Fig. 1: placement by cell class
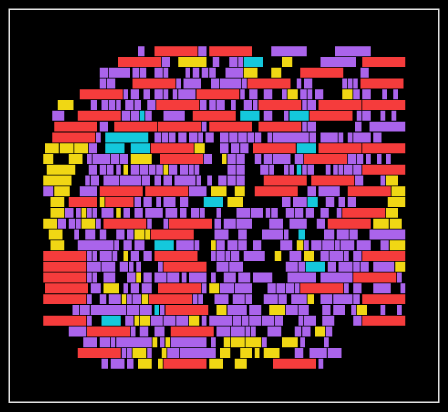
Fig. 2: routing congestion map
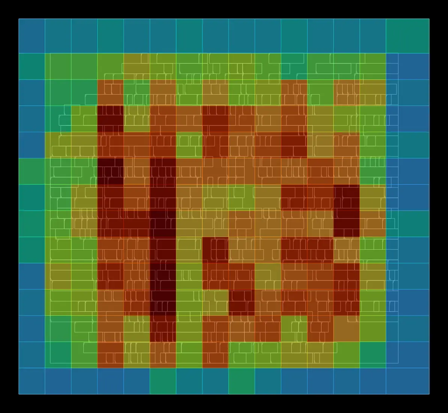
File: src/rtl/pipe_ctrl_pkg.sv
// Shared definitions for the ID-stage hazard scheduler: FSM state encodings,
// default scoreboard latency and register-file geometry.
package pipe_ctrl_pkg;

  // Run/drain/done sequencing; the encodings are visible on out_state.
  typedef enum logic [1:0] {
    ST_RUN   = 2'b00,
    ST_DRAIN = 2'b01,
    ST_DONE  = 2'b10
  } state_e;

  // Cycles a consumer waits behind its producer (EX, MEM, WB).
  localparam int WB_LAT_DEFAULT = 3;

  // Architectural register file geometry.
  localparam int NREG_DEFAULT = 32;
  localparam int REG_AW       = 5;

  // The per-register countdown only ever needs to hold 0..3.
  localparam int CNT_W = 2;

  // r0 is hardwired and never tracked as busy.
  localparam logic [REG_AW-1:0] REG_ZERO = 5'd0;

endpackage

File: src/rtl/pipe_scoreboard.sv
// Register scoreboard: one small down-counter per architectural register.
// A register is busy while its counter is nonzero. An issue reloads the
// destination counter with WB_LAT, otherwise every nonzero counter counts down.
// Two combinational busy lookups serve the rs/rt operands of the instruction
// in ID, and all_idle reports that no write is still in flight.
module pipe_scoreboard
  import pipe_ctrl_pkg::*;
#(
  parameter int WB_LAT = WB_LAT_DEFAULT,
  parameter int NREG   = NREG_DEFAULT
) (
  input  logic              in_clk,
  input  logic              in_rst,
  input  logic              in_issue,
  input  logic [REG_AW-1:0] in_issue_addr,
  input  logic [REG_AW-1:0] in_rs_addr,
  input  logic [REG_AW-1:0] in_rt_addr,
  output logic              out_rs_busy,
  output logic              out_rt_busy,
  output logic              out_all_idle
);

  localparam logic [CNT_W-1:0] LAT = CNT_W'(WB_LAT);

  logic [CNT_W-1:0] r_cnt [NREG];

  // Counter update: issue reload wins over the per-cycle decrement; r0 pinned to 0.
  // NOTE: every counter is reset, not just the state register -- a stale
  // nonzero count after reset would show up as a phantom RAW stall.
  always_ff @(posedge in_clk) begin
    if (in_rst) begin
      for (int i = 0; i < NREG; i++) begin
        r_cnt[i] <= '0;
      end
    end else begin
      r_cnt[0] <= '0;
      for (int i = 1; i < NREG; i++) begin
        if (in_issue && (in_issue_addr == REG_AW'(i))) begin
          r_cnt[i] <= LAT;
        end else if (r_cnt[i] != '0) begin
          r_cnt[i] <= r_cnt[i] - 1'b1;
        end
      end
    end
  end

  // Busy lookups for both operand ports plus the drained-pipeline flag.
  // NOTE: every output gets a default before the loop; a path that leaves
  // one unassigned would infer a latch.
  always_comb begin
    out_rs_busy  = 1'b0;
    out_rt_busy  = 1'b0;
    out_all_idle = 1'b1;
    for (int i = 0; i < NREG; i++) begin
      if (r_cnt[i] != '0) begin
        out_all_idle = 1'b0;
        if (in_rs_addr == REG_AW'(i)) out_rs_busy = 1'b1;
        if (in_rt_addr == REG_AW'(i)) out_rt_busy = 1'b1;
      end
    end
  end

endmodule

File: src/rtl/pipe_hazard_sched.sv
// ID-stage hazard scheduler. A scoreboard of pending register writes drives
// the RAW stall; taken branches squash IF/ID; a RUN/DRAIN/DONE FSM freezes the
// front end on a halt request and reports when all in-flight writes retired.
// Optional build macro STALL_STATS_EN adds saturating stall-cycle and flush
// counters on out_stall_cycles / out_flush_count.
module pipe_hazard_sched
  import pipe_ctrl_pkg::*;
#(
  parameter int WB_LAT = WB_LAT_DEFAULT,
  parameter int NREG   = NREG_DEFAULT
) (
  input  logic              in_clk,
  input  logic              in_rst,
  input  logic [REG_AW-1:0] in_rs_addr,
  input  logic [REG_AW-1:0] in_rt_addr,
  input  logic              in_rs_rena,
  input  logic              in_rt_rena,
  input  logic [REG_AW-1:0] in_rd_waddr,
  input  logic              in_rd_wena,
  input  logic              in_branch,
  input  logic              in_halt_req,
  input  logic              in_resume,
  output logic              out_stall,
  output logic              out_pc_ena,
  output logic              out_ifid_ena,
  output logic              out_ifid_flush,
  output logic              out_idex_bubble,
  output logic              out_halt_done,
  output logic [1:0]        out_state
`ifdef STALL_STATS_EN
  ,
  output logic [31:0]       out_stall_cycles,
  output logic [31:0]       out_flush_count
`endif
);

  state_e r_state;
  state_e w_state_nxt;
  logic   w_rs_busy;
  logic   w_rt_busy;
  logic   w_all_idle;
  logic   w_stall;
  logic   w_issue;

  // A RAW hazard exists when an operand actually read by ID is still pending.
  assign w_stall = (in_rs_rena & w_rs_busy) | (in_rt_rena & w_rt_busy);

  // Only RUN issues. An instruction held in ID during the halt cycle may still
  // mark its destination; that merely lengthens the drain and is harmless.
  assign w_issue = (r_state == ST_RUN) & ~w_stall & in_rd_wena &
                   (in_rd_waddr != REG_ZERO);

  pipe_scoreboard #(
    .WB_LAT (WB_LAT),
    .NREG   (NREG)
  ) u_sb (
    .in_clk        (in_clk),
    .in_rst        (in_rst),
    .in_issue      (w_issue),
    .in_issue_addr (in_rd_waddr),
    .in_rs_addr    (in_rs_addr),
    .in_rt_addr    (in_rt_addr),
    .out_rs_busy   (w_rs_busy),
    .out_rt_busy   (w_rt_busy),
    .out_all_idle  (w_all_idle)
  );

  // State register with synchronous reset back to RUN.
  // NOTE: sequential state uses non-blocking assignments so every flop
  // samples the pre-edge values regardless of block ordering.
  always_ff @(posedge in_clk) begin
    if (in_rst) r_state <= ST_RUN;
    else        r_state <= w_state_nxt;
  end

  // Next-state and front-end control; defaults describe a frozen front end.
  always_comb begin
    w_state_nxt     = r_state;
    out_pc_ena      = 1'b0;
    out_ifid_ena    = 1'b0;
    out_ifid_flush  = 1'b0;
    out_idex_bubble = 1'b1;
    out_halt_done   = 1'b0;
    unique case (r_state)
      ST_RUN: begin
        if (in_halt_req) begin
          // Halt beats a same-cycle branch: no flush, ID instruction bubbled.
          w_state_nxt = ST_DRAIN;
        end else begin
          out_pc_ena      = ~w_stall;
          out_ifid_ena    = ~w_stall;
          out_idex_bubble = w_stall;
          // A branch waiting on busy operands is acted on once the stall clears.
          out_ifid_flush  = in_branch & ~w_stall;
        end
      end
      ST_DRAIN: begin
        if (w_all_idle) w_state_nxt = ST_DONE;
      end
      ST_DONE: begin
        out_halt_done = 1'b1;
        // A halt request still present keeps the results parked in DONE.
        if (in_resume && !in_halt_req) w_state_nxt = ST_RUN;
      end
      default: w_state_nxt = ST_RUN;
    endcase
  end

  assign out_stall = w_stall;
  assign out_state = r_state;

`ifdef STALL_STATS_EN
  logic [31:0] r_stall_cycles;
  logic [31:0] r_flush_count;

  // Saturating event counters for stall cycles in RUN and issued flushes.
  always_ff @(posedge in_clk) begin
    if (in_rst) begin
      r_stall_cycles <= '0;
      r_flush_count  <= '0;
    end else begin
      if ((r_state == ST_RUN) && w_stall && (r_stall_cycles != '1)) begin
        r_stall_cycles <= r_stall_cycles + 32'd1;
      end
      if (out_ifid_flush && (r_flush_count != '1)) begin
        r_flush_count <= r_flush_count + 32'd1;
      end
    end
  end

  assign out_stall_cycles = r_stall_cycles;
  assign out_flush_count  = r_flush_count;
`endif

endmodule

File: config.mk
export PLATFORM = sky130hd
export DESIGN_NAME = pipe_hazard_sched
export DESIGN_NICKNAME = d
export VERILOG_FILES = /design/src/rtl/pipe_ctrl_pkg.sv /design/src/rtl/pipe_scoreboard.sv /design/src/rtl/pipe_hazard_sched.sv
export SDC_FILE = /design/constraint.sdc
export NUM_CORES = 1
export LEC_CHECK = 0
export CORE_ASPECT_RATIO = 0.9
export CORE_MARGIN = 8
export CORE_UTILIZATION = 60
export CTS_CLUSTER_SIZE = 25
export DETAILED_ROUTE_END_ITERATION = 8
export GPL_TIMING_DRIVEN = 0
export PLACE_DENSITY = 0.86
export SLEW_MARGIN = 10
export SYNTH_ARGS = -nofsm -noshare
export SYNTH_HDL_FRONTEND = slang
export SYNTH_SLANG_ARGS = --single-unit
File: constraint.sdc
create_clock -name in_clk -period 3.11 [get_ports in_clk]
set_input_delay 0.4665 -clock in_clk [delete_from_list [all_inputs] [get_ports in_clk]]
set_output_delay 0.4665 -clock in_clk [all_outputs]
set_load 0.1 [all_outputs]
==> changes_impl.md <==
### Implementation results

- RR Endpoint: u_sb.r_cnt[1][4]
- CTS tree: yes
- Die Span Y: 98.78 µm
- Max-slew violation count: 0
- Mapped cell area: 4568 µm²
- H-tree levels: 3
- Drt first pass iters: 5
- Vias: 4150
- Area delta synth->final: 21.86%
- R2R Path Start: u_sb.r_cnt[5][4]
- XORs/XNORs by Area: 0%
- DP HPWL: 9.084 mm
- RSZ-0062 raised after global routing: yes
- Core Area: 7470 µm²
- CP Max Fanout: 5
- Leakage power: 2.192 nW
- Final core occ: 74.52%
- Yosys warning total: 0
- Hold Path Stages: 1
- DRC: 0
- Sequential Area: 1902 µm²
- Slowest stage delay, CP: 0.45 ns
- Gpl congestion: 0.9382
- Final net count: 592
- Setup ws final: -0.1539 ns
- Tool warnings: 29
- Sequential power share: 33.4%
- Layout cell share with drive strength beyond 1: 21.55%
- CP startpoint kind: register
- Grt ovf: 0
- Ys flops: 64
- Register area share after synthesis: 41.63%
- Crit path kind: register to output port
- Post-synth ARST share: 0%
- Failing checks: setup timing
- Net Sw Frac: 38.33%
- Dominant cell area share: 40.76%
- Synth Area per Inst: 9.419 µm²
- Clk pin slew, worst setup/hold paths: 0.07 ns
- Hold path start: out_state[1]
- Top Layout Cells: 71 x inv_1, 62 x edfxtp_1, 34 x nand4_1
- MI comb area: 2402 µm²
- Slew @ Worst Pin: 0.9769 ns
- Synth top cells by count: 83 x inv_1, 62 x edfxtp_1, 34 x nand4_1
- Status: finished, violations left
- Comb power frac: 51.7%
- FP Util: 61.16%
- Pin count of the biggest net entering global routing: 12
- AO/OA Area Share: 16.82%
- Synth unique cells: 57
- Longest Clk Path Bufs: 2
- Clk_skew: 0.008554 ns
- ANT cells: 0
- Crit path cell chain: inv_2 -> ha_4 -> mux2i_1 -> mux4_2 -> nand2b_4 -> a211oi_4 -> o22a_1 -> buf_6 -> and3b_4 -> and2_4 -> buf_12
- Top non-seq family: simple AND/OR/NAND/NOR gates
- Area fraction in mux cells: 2.465%
- EDFF count, synth: 62
- Vias in the first global route: 3993
- Final setup fails: 5
- Slew headroom: 34.67%
- Synthesis area per yosys: 4568 µm²
- Clock Sinks: 64
- Power share of the clock group: 14.9%
About Fig. 1:
remaining buffers and delay cells: shown in yellow, cells 76, share of their area 12%. sequential cells: shown in red, cells 64, share of their area 35%. remaining logic cells: shown in purple, cells 387, share of their area 50%. clock drivers and dummy loads: shown in cyan, cells 16, share of their area 3.5%.

About Fig. 2:
grt met2 use: 36.63%
GRT busiest layer: met2

## registers in the layout (all words and copies together) (netlist names)
signal and count:
u_sb.r_cnt 62, out_state 2
## kinds of logic after synthesis
group | after synthesis
mux | 10
simple gates | 156
compound gates | 106
fa+ha+maj | 31
buf+inv | 118
flops | 64
## what timing repair did
action                     in CTS  in global routing
gates resized                  73                 28
cloned                          1                  0
pin swaps                       4                  4
hold buffers                    0                  0
setup buffers                   5                  9
setup endpoints to repair       5                  5
## worst max-delay path: cells and delay by family (launching register included)
kind / cells / cell delay, ns
multiplexers: 2 / 0.53
adder cells (fa/ha/maj): 1 / 0.17
AND-OR/OR-AND: 2 / 0.40
flip-flops: 1 / 0.40
AND/OR/NAND/NOR: 3 / 0.57
buffers and inverters: 3 / 0.38
## per-stage QoR
stage | setup TNS, ns | std cells | setup slack [ns]
3_5_place_dp | -17.55 | 608 | -1.356
3_3_place_gp | -15.77 | 608 | -1.354
2_1_floorplan | -0.03421 | 485 | -0.03421
5_1_grt | -0.9719 | 639 | -0.2531
6_report | -0.4835 | 639 | -0.1539
4_1_cts | -0.5071 | 630 | -0.1609
## cell type report
class | instances | share of cell area, %
multi-input combinational | 303 | 43.16
sequential | 64 | 34.16
timing repair buffer | 42 | 7.283
inverter | 84 | 5.732
buffer | 34 | 4.068
clock buffer | 13 | 2.675
tap | 96 | 2.158
clock inverter | 3 | 0.7642
## routing by layer
layer / up-vias / wire [µm] / track usage, %
met3: 40 / 1356 / 6.523
met5: - / 0 / 0
li1: 1915 / - / -
met4: 0 / 429 / 13.11
met1: 1952 / 4819 / 28.55
met2: 243 / 5879 / 36.63
No activity file was given, so power comes from the tool's default toggle rates.
